==> src/rtl/time_set_pkg.sv <==
// Shared definitions for the time-set button controller.
// Provides the mode/state encoding (RUN=0, SET_MIN=1, SET_HOUR=2), its width
// MODE_W, and the helper that advances the mode on a mode-button press.
package time_set_pkg;

  localparam int MODE_W = 2;

  typedef enum logic [MODE_W-1:0] {
    RUN      = 2'd0,
    SET_MIN  = 2'd1,
    SET_HOUR = 2'd2
  } state_t;

  // RUN -> SET_MIN -> SET_HOUR -> RUN
  function automatic state_t next_mode(input state_t s);
    case (s)
      RUN:     return SET_MIN;
      SET_MIN: return SET_HOUR;
      default: return RUN;
    endcase
  endfunction

endpackage

==> src/rtl/btn_debounce.sv <==
// Button conditioner: 2-flop synchroniser, stability counter, rising-edge pulse.
// Ports:
//   clk   - system clock
//   rst   - asynchronous active-high reset
//   raw   - raw button input, asynchronous to clk
//   level - debounced button level
//   press - one-clock pulse on a debounced 0->1 transition
// The level only follows the synchronised input after it has differed for
// DEB_CYCLES consecutive clocks; any return to the old value restarts the count.
module btn_debounce #(
  parameter int DEB_CYCLES = 4
) (
  input  logic clk,
  input  logic rst,
  input  logic raw,
  output logic level,
  output logic press
);

  localparam int CNT_W = $clog2(DEB_CYCLES) + 1;
  localparam logic [CNT_W-1:0] CNT_LAST = CNT_W'(DEB_CYCLES - 1);

  logic             sync1;
  logic             sync2;
  logic [CNT_W-1:0] cnt;

  always_ff @(posedge clk or posedge rst) begin
    if (rst) begin
      sync1 <= 1'b0;
      sync2 <= 1'b0;
      cnt   <= '0;
      level <= 1'b0;
      press <= 1'b0;
    end else begin
      sync1 <= raw;
      sync2 <= sync1;
      press <= 1'b0;
      if (sync2 == level) begin
        cnt <= '0;
      end else if (cnt == CNT_LAST) begin
        // press is registered together with the new level so the event
        // appears in the same cycle the debounced level rises
        level <= sync2;
        press <= sync2;
        cnt   <= '0;
      end else begin
        cnt <= cnt + CNT_W'(1);
      end
    end
  end

endmodule

==> src/rtl/time_set_controller.sv <==
// Time-set controller: turns the mode/up/down push-buttons into set-enable
// levels and single-cycle up/down strobes for the minute/hour BCD chains.
// Ports:
//   clk, rst              - clock, asynchronous active-high reset
//   btn_mode/up/down      - raw active-high buttons
//   min_set_ena           - high while in SET_MIN
//   hr_set_ena            - high while in SET_HOUR
//   up, down              - one-clock strobes for the selected field
//   mode                  - current state (RUN=0, SET_MIN=1, SET_HOUR=2)
// Optional feature: define TIME_SET_AUTO_REPEAT_EN to auto-repeat strobes
// while a single up/down button stays held in a set mode.
module time_set_controller
  import time_set_pkg::*;
#(
  parameter int DEB_CYCLES     = 4,
  parameter int TIMEOUT_CYCLES = 64,
  parameter int REPEAT_DELAY   = 16,
  parameter int REPEAT_PERIOD  = 4
) (
  input  logic              clk,
  input  logic              rst,
  input  logic              btn_mode,
  input  logic              btn_up,
  input  logic              btn_down,
  output logic              min_set_ena,
  output logic              hr_set_ena,
  output logic              up,
  output logic              down,
  output logic [MODE_W-1:0] mode
);

  localparam int TMO_W = $clog2(TIMEOUT_CYCLES) + 1;
  localparam logic [TMO_W-1:0] TMO_LAST = TMO_W'(TIMEOUT_CYCLES - 1);

  logic mode_press, up_press, down_press;
  logic mode_level_unused, up_lvl, down_lvl;

  btn_debounce #(.DEB_CYCLES(DEB_CYCLES)) u_deb_mode (
    .clk(clk), .rst(rst), .raw(btn_mode), .level(mode_level_unused), .press(mode_press)
  );
  btn_debounce #(.DEB_CYCLES(DEB_CYCLES)) u_deb_up (
    .clk(clk), .rst(rst), .raw(btn_up), .level(up_lvl), .press(up_press)
  );
  btn_debounce #(.DEB_CYCLES(DEB_CYCLES)) u_deb_down (
    .clk(clk), .rst(rst), .raw(btn_down), .level(down_lvl), .press(down_press)
  );

  state_t           state_q, state_d;
  logic [TMO_W-1:0] tmo_q, tmo_d;
  logic             up_d, down_d;
  logic             rpt_fire;

  // Priority: mode press, then RUN hold, then up/down press, then repeat,
  // then timeout expiry, else keep counting idle clocks.
  always_comb begin
    state_d = state_q;
    tmo_d   = tmo_q;
    up_d    = 1'b0;
    down_d  = 1'b0;
    if (mode_press) begin
      state_d = next_mode(state_q);
      tmo_d   = '0;
    end else if (state_q == RUN) begin
      tmo_d = '0;
    end else if (up_press || down_press) begin
      tmo_d  = '0;
      up_d   = up_press & ~down_press;
      down_d = down_press & ~up_press;
    end else if (rpt_fire) begin
      tmo_d  = '0;
      up_d   = up_lvl;
      down_d = down_lvl;
    end else if (tmo_q == TMO_LAST) begin
      state_d = RUN;
      tmo_d   = '0;
    end else begin
      tmo_d = tmo_q + TMO_W'(1);
    end
  end

  // Outputs are registered from the next state so they change on the same
  // edge as the state register.
  always_ff @(posedge clk or posedge rst) begin
    if (rst) begin
      state_q     <= RUN;
      tmo_q       <= '0;
      up          <= 1'b0;
      down        <= 1'b0;
      min_set_ena <= 1'b0;
      hr_set_ena  <= 1'b0;
      mode        <= '0;
    end else begin
      state_q     <= state_d;
      tmo_q       <= tmo_d;
      up          <= up_d;
      down        <= down_d;
      min_set_ena <= (state_d == SET_MIN);
      hr_set_ena  <= (state_d == SET_HOUR);
      mode        <= state_d;
    end
  end

`ifdef TIME_SET_AUTO_REPEAT_EN
  localparam int RPT_W = $clog2(REPEAT_DELAY) + 1;
  localparam logic [RPT_W-1:0] RPT_LAST   = RPT_W'(REPEAT_DELAY - 1);
  localparam logic [RPT_W-1:0] RPT_RELOAD = RPT_W'(REPEAT_DELAY - REPEAT_PERIOD);

  logic [RPT_W-1:0] rpt_q, rpt_d;
  logic             arm_q, arm_d;
  logic             single_held;

  assign single_held = up_lvl ^ down_lvl;
  assign rpt_fire    = arm_q & single_held & (rpt_q == RPT_LAST);

  // Armed only by an accepted up/down strobe; disarmed by release, a second
  // held button or any state change. Reloading to DELAY-PERIOD after each
  // repeat gives the shorter period without a second counter.
  always_comb begin
    rpt_d = rpt_q;
    arm_d = arm_q;
    if (state_d != state_q || !single_held) begin
      rpt_d = '0;
      arm_d = 1'b0;
    end else if (up_press || down_press) begin
      rpt_d = '0;
      arm_d = up_d | down_d;
    end else if (arm_q) begin
      rpt_d = (rpt_q == RPT_LAST) ? RPT_RELOAD : rpt_q + RPT_W'(1);
    end
  end

  always_ff @(posedge clk or posedge rst) begin
    if (rst) begin
      rpt_q <= '0;
      arm_q <= 1'b0;
    end else begin
      rpt_q <= rpt_d;
      arm_q <= arm_d;
    end
  end
`else
  logic rpt_unused;
  assign rpt_fire   = 1'b0;
  assign rpt_unused = ^{up_lvl, down_lvl, REPEAT_DELAY[0], REPEAT_PERIOD[0]};
`endif

endmodule

==> config.mk <==
export PLATFORM = sky130hd
export DESIGN_NAME = time_set_controller
export DESIGN_NICKNAME = d
export VERILOG_FILES = /design/src/rtl/time_set_pkg.sv /design/src/rtl/btn_debounce.sv /design/src/rtl/time_set_controller.sv
export SDC_FILE = /design/constraint.sdc
export NUM_CORES = 1
export LEC_CHECK = 0
export ABC_CLOCK_PERIOD_IN_PS = 2890
export CAP_MARGIN = 0
export CORE_MARGIN = 4
export CORE_UTILIZATION = 45
export DETAILED_ROUTE_END_ITERATION = 8
export SETUP_SLACK_MARGIN = 0.02
export SYNTH_ARGS = -nofsm -noshare
export SYNTH_HDL_FRONTEND = slang
export SYNTH_HIERARCHICAL = 1
export SYNTH_SLANG_ARGS = --single-unit
==> constraint.sdc <==
create_clock -name clk -period 2.89 [get_ports clk]
set_input_delay 0.4335 -clock clk [delete_from_list [all_inputs] [get_ports clk]]
set_output_delay 0.4335 -clock clk [all_outputs]
set_load 0.05 [all_outputs]
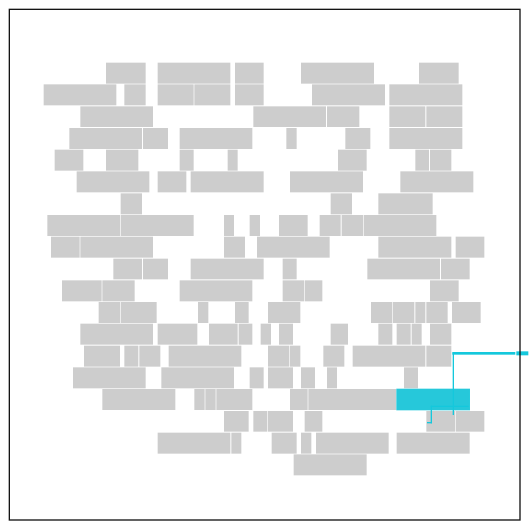
(nets reached from selected ports)
Drawn at 8 px/um.
legend:
  hr_set_ena:
    color: cyan
    bits: 1
    direction: output
    end_cells: 1
    buffers: 1
    wire: 22.3 um

==> Table 3: Implementation characteristics <==
Table: implementation figures

Parameter                              Value

Detailed routing
  DRC violations left    0
  Initial DRC Count    9
  Drt via density    5.35

STA
  Final sum of negative setup slack    0 ns
  Slew Viols, Final    0
  Setup repair after global routing missed its margin    no

Synth
  Count of library flops with an enable pin    0
  Register bit total from synthesis    34
  Post-synthesis share of cell area spent on and, or, nand and nor gates    23.6%
  Area fraction in xor and xnor cells    3.14%
  Synthesized instance count    105
  Count of unique library cells instantiated by Yosys    32
  Synth async-reset ratio    100%
  Area share of fa/ha/maj cells after synthesis    3.59%
  Leading area contributor after synthesis    dfrtp_1

Power and ir drop
  Net switching power    0.433 mW
  Share of total power in the clock network    24.8%
  Comb group    0.394 mW
  Total internal power    0.962 mW

Placed design
  Placed cell area    1530 sq um
  I/O Buffers    10
  Worst-case setup slack after placement    1.15 ns
  Cell count after placement    145

Clock network
  CTS max path bufs    2
  Post-CTS Setup Bufs    0
  Hold buffer count at cts    0
  Clk ins delay skew pair    0.33 ns
  Number of cells upsized or downsized after cts    0
  # H-tree levels    2
  CTS root buffer    clkbuf_4

Outcome
  Result of the run    complete, no violations

Floorplan
  Die Outline Area    4050 sq um
  Core footprint    2850 sq um
  Tapcell count    31

Cells and area
  Fill cell instance count of the final layout    263
  Area growth, synth to finish    15.4%
  Count of inverters other than clock inverters in the layout    5
  Data-path buffer share of cell area in the final layout    6.22%

Critical path
  Worst setup path class    flip-flop to output port
  Highest cell delay on the worst timing path    0.85 ns

Global routing
  Number of global-route vias before repair    828
  Total global-route track usage    11.3%
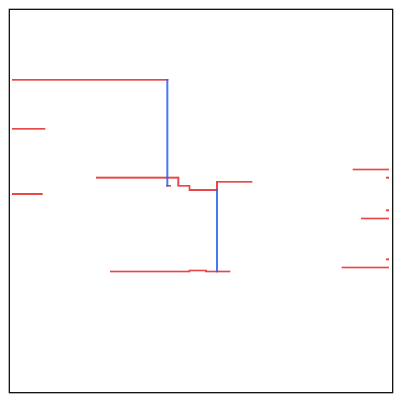
(metal layers overlaid)
Drawn at 6 px/um. Only two layers are drawn.
legend:
  met4:
    color: blue
    wire_length: 31.3 um
  met3:
    color: red
    wire_length: 104 um

[final timing paths]
check                               startpoint           endpoint  slack, ns  cells after the start
worst min register to register  u_deb_up/sync1     u_deb_up/sync2       0.36                      0
min in group asynchronous                  rst  u_deb_mode/cnt[0]       0.41                      2
worst max register to register        tmo_q[0]         state_q[1]       1.26                      4
worst max-delay path                state_q[0]            mode[0]       0.81                      1
worst min-delay path            u_deb_up/sync1     u_deb_up/sync2       0.36                      0
max in group asynchronous                  rst           tmo_q[2]       2.04                      2
[cells in the final DEF, fill, tap and decap left out, drive strengths merged]
cell / n
nor2b: 3
o21ai: 5
dfrtp: 34
nand4b: 2
or2b: 3
nor4: 1
nand3b: 1
mux2: 3
xor2: 1
or3b: 1
o31ai: 1
and3b: 3
o21bai: 1
a31oi: 1
clkdlybuf4s50: 10
nand2: 4
nor3b: 8
or4b: 1
ha: 4
or4: 1
nor2: 5
xnor2: 4
clkbuf: 6
inv: 5
bufinv: 1
nand3: 3
a21oi: 1
nor3: 5
nand4bb: 1
nand2b: 1
or3: 1
[state kept, by name, indices dropped and copies added (netlist names)]
name,cells
down,1
tmo_q,7
u_deb_down/sync2,1
u_deb_down/sync1,1
u_deb_up/sync1,1
u_deb_mode/press,1
u_deb_down/cnt,3
state_q,2
u_deb_mode/cnt,3
u_deb_down/level,1
u_deb_mode/sync2,1
hr_set_ena,1
u_deb_up/sync2,1
u_deb_mode/level,1
u_deb_down/press,1
up,1
u_deb_up/press,1
min_set_ena,1
u_deb_mode/sync1,1
u_deb_up/level,1
u_deb_up/cnt,3
[per-layer routing]
layer  wire length (um)  GRT usage [%]
met5                  0              0
met4                 31           4.85
met3                103           4.80
met2                919           18.4
met1                851           13.0
No activity file was given, so power comes from the tool's default toggle rates.
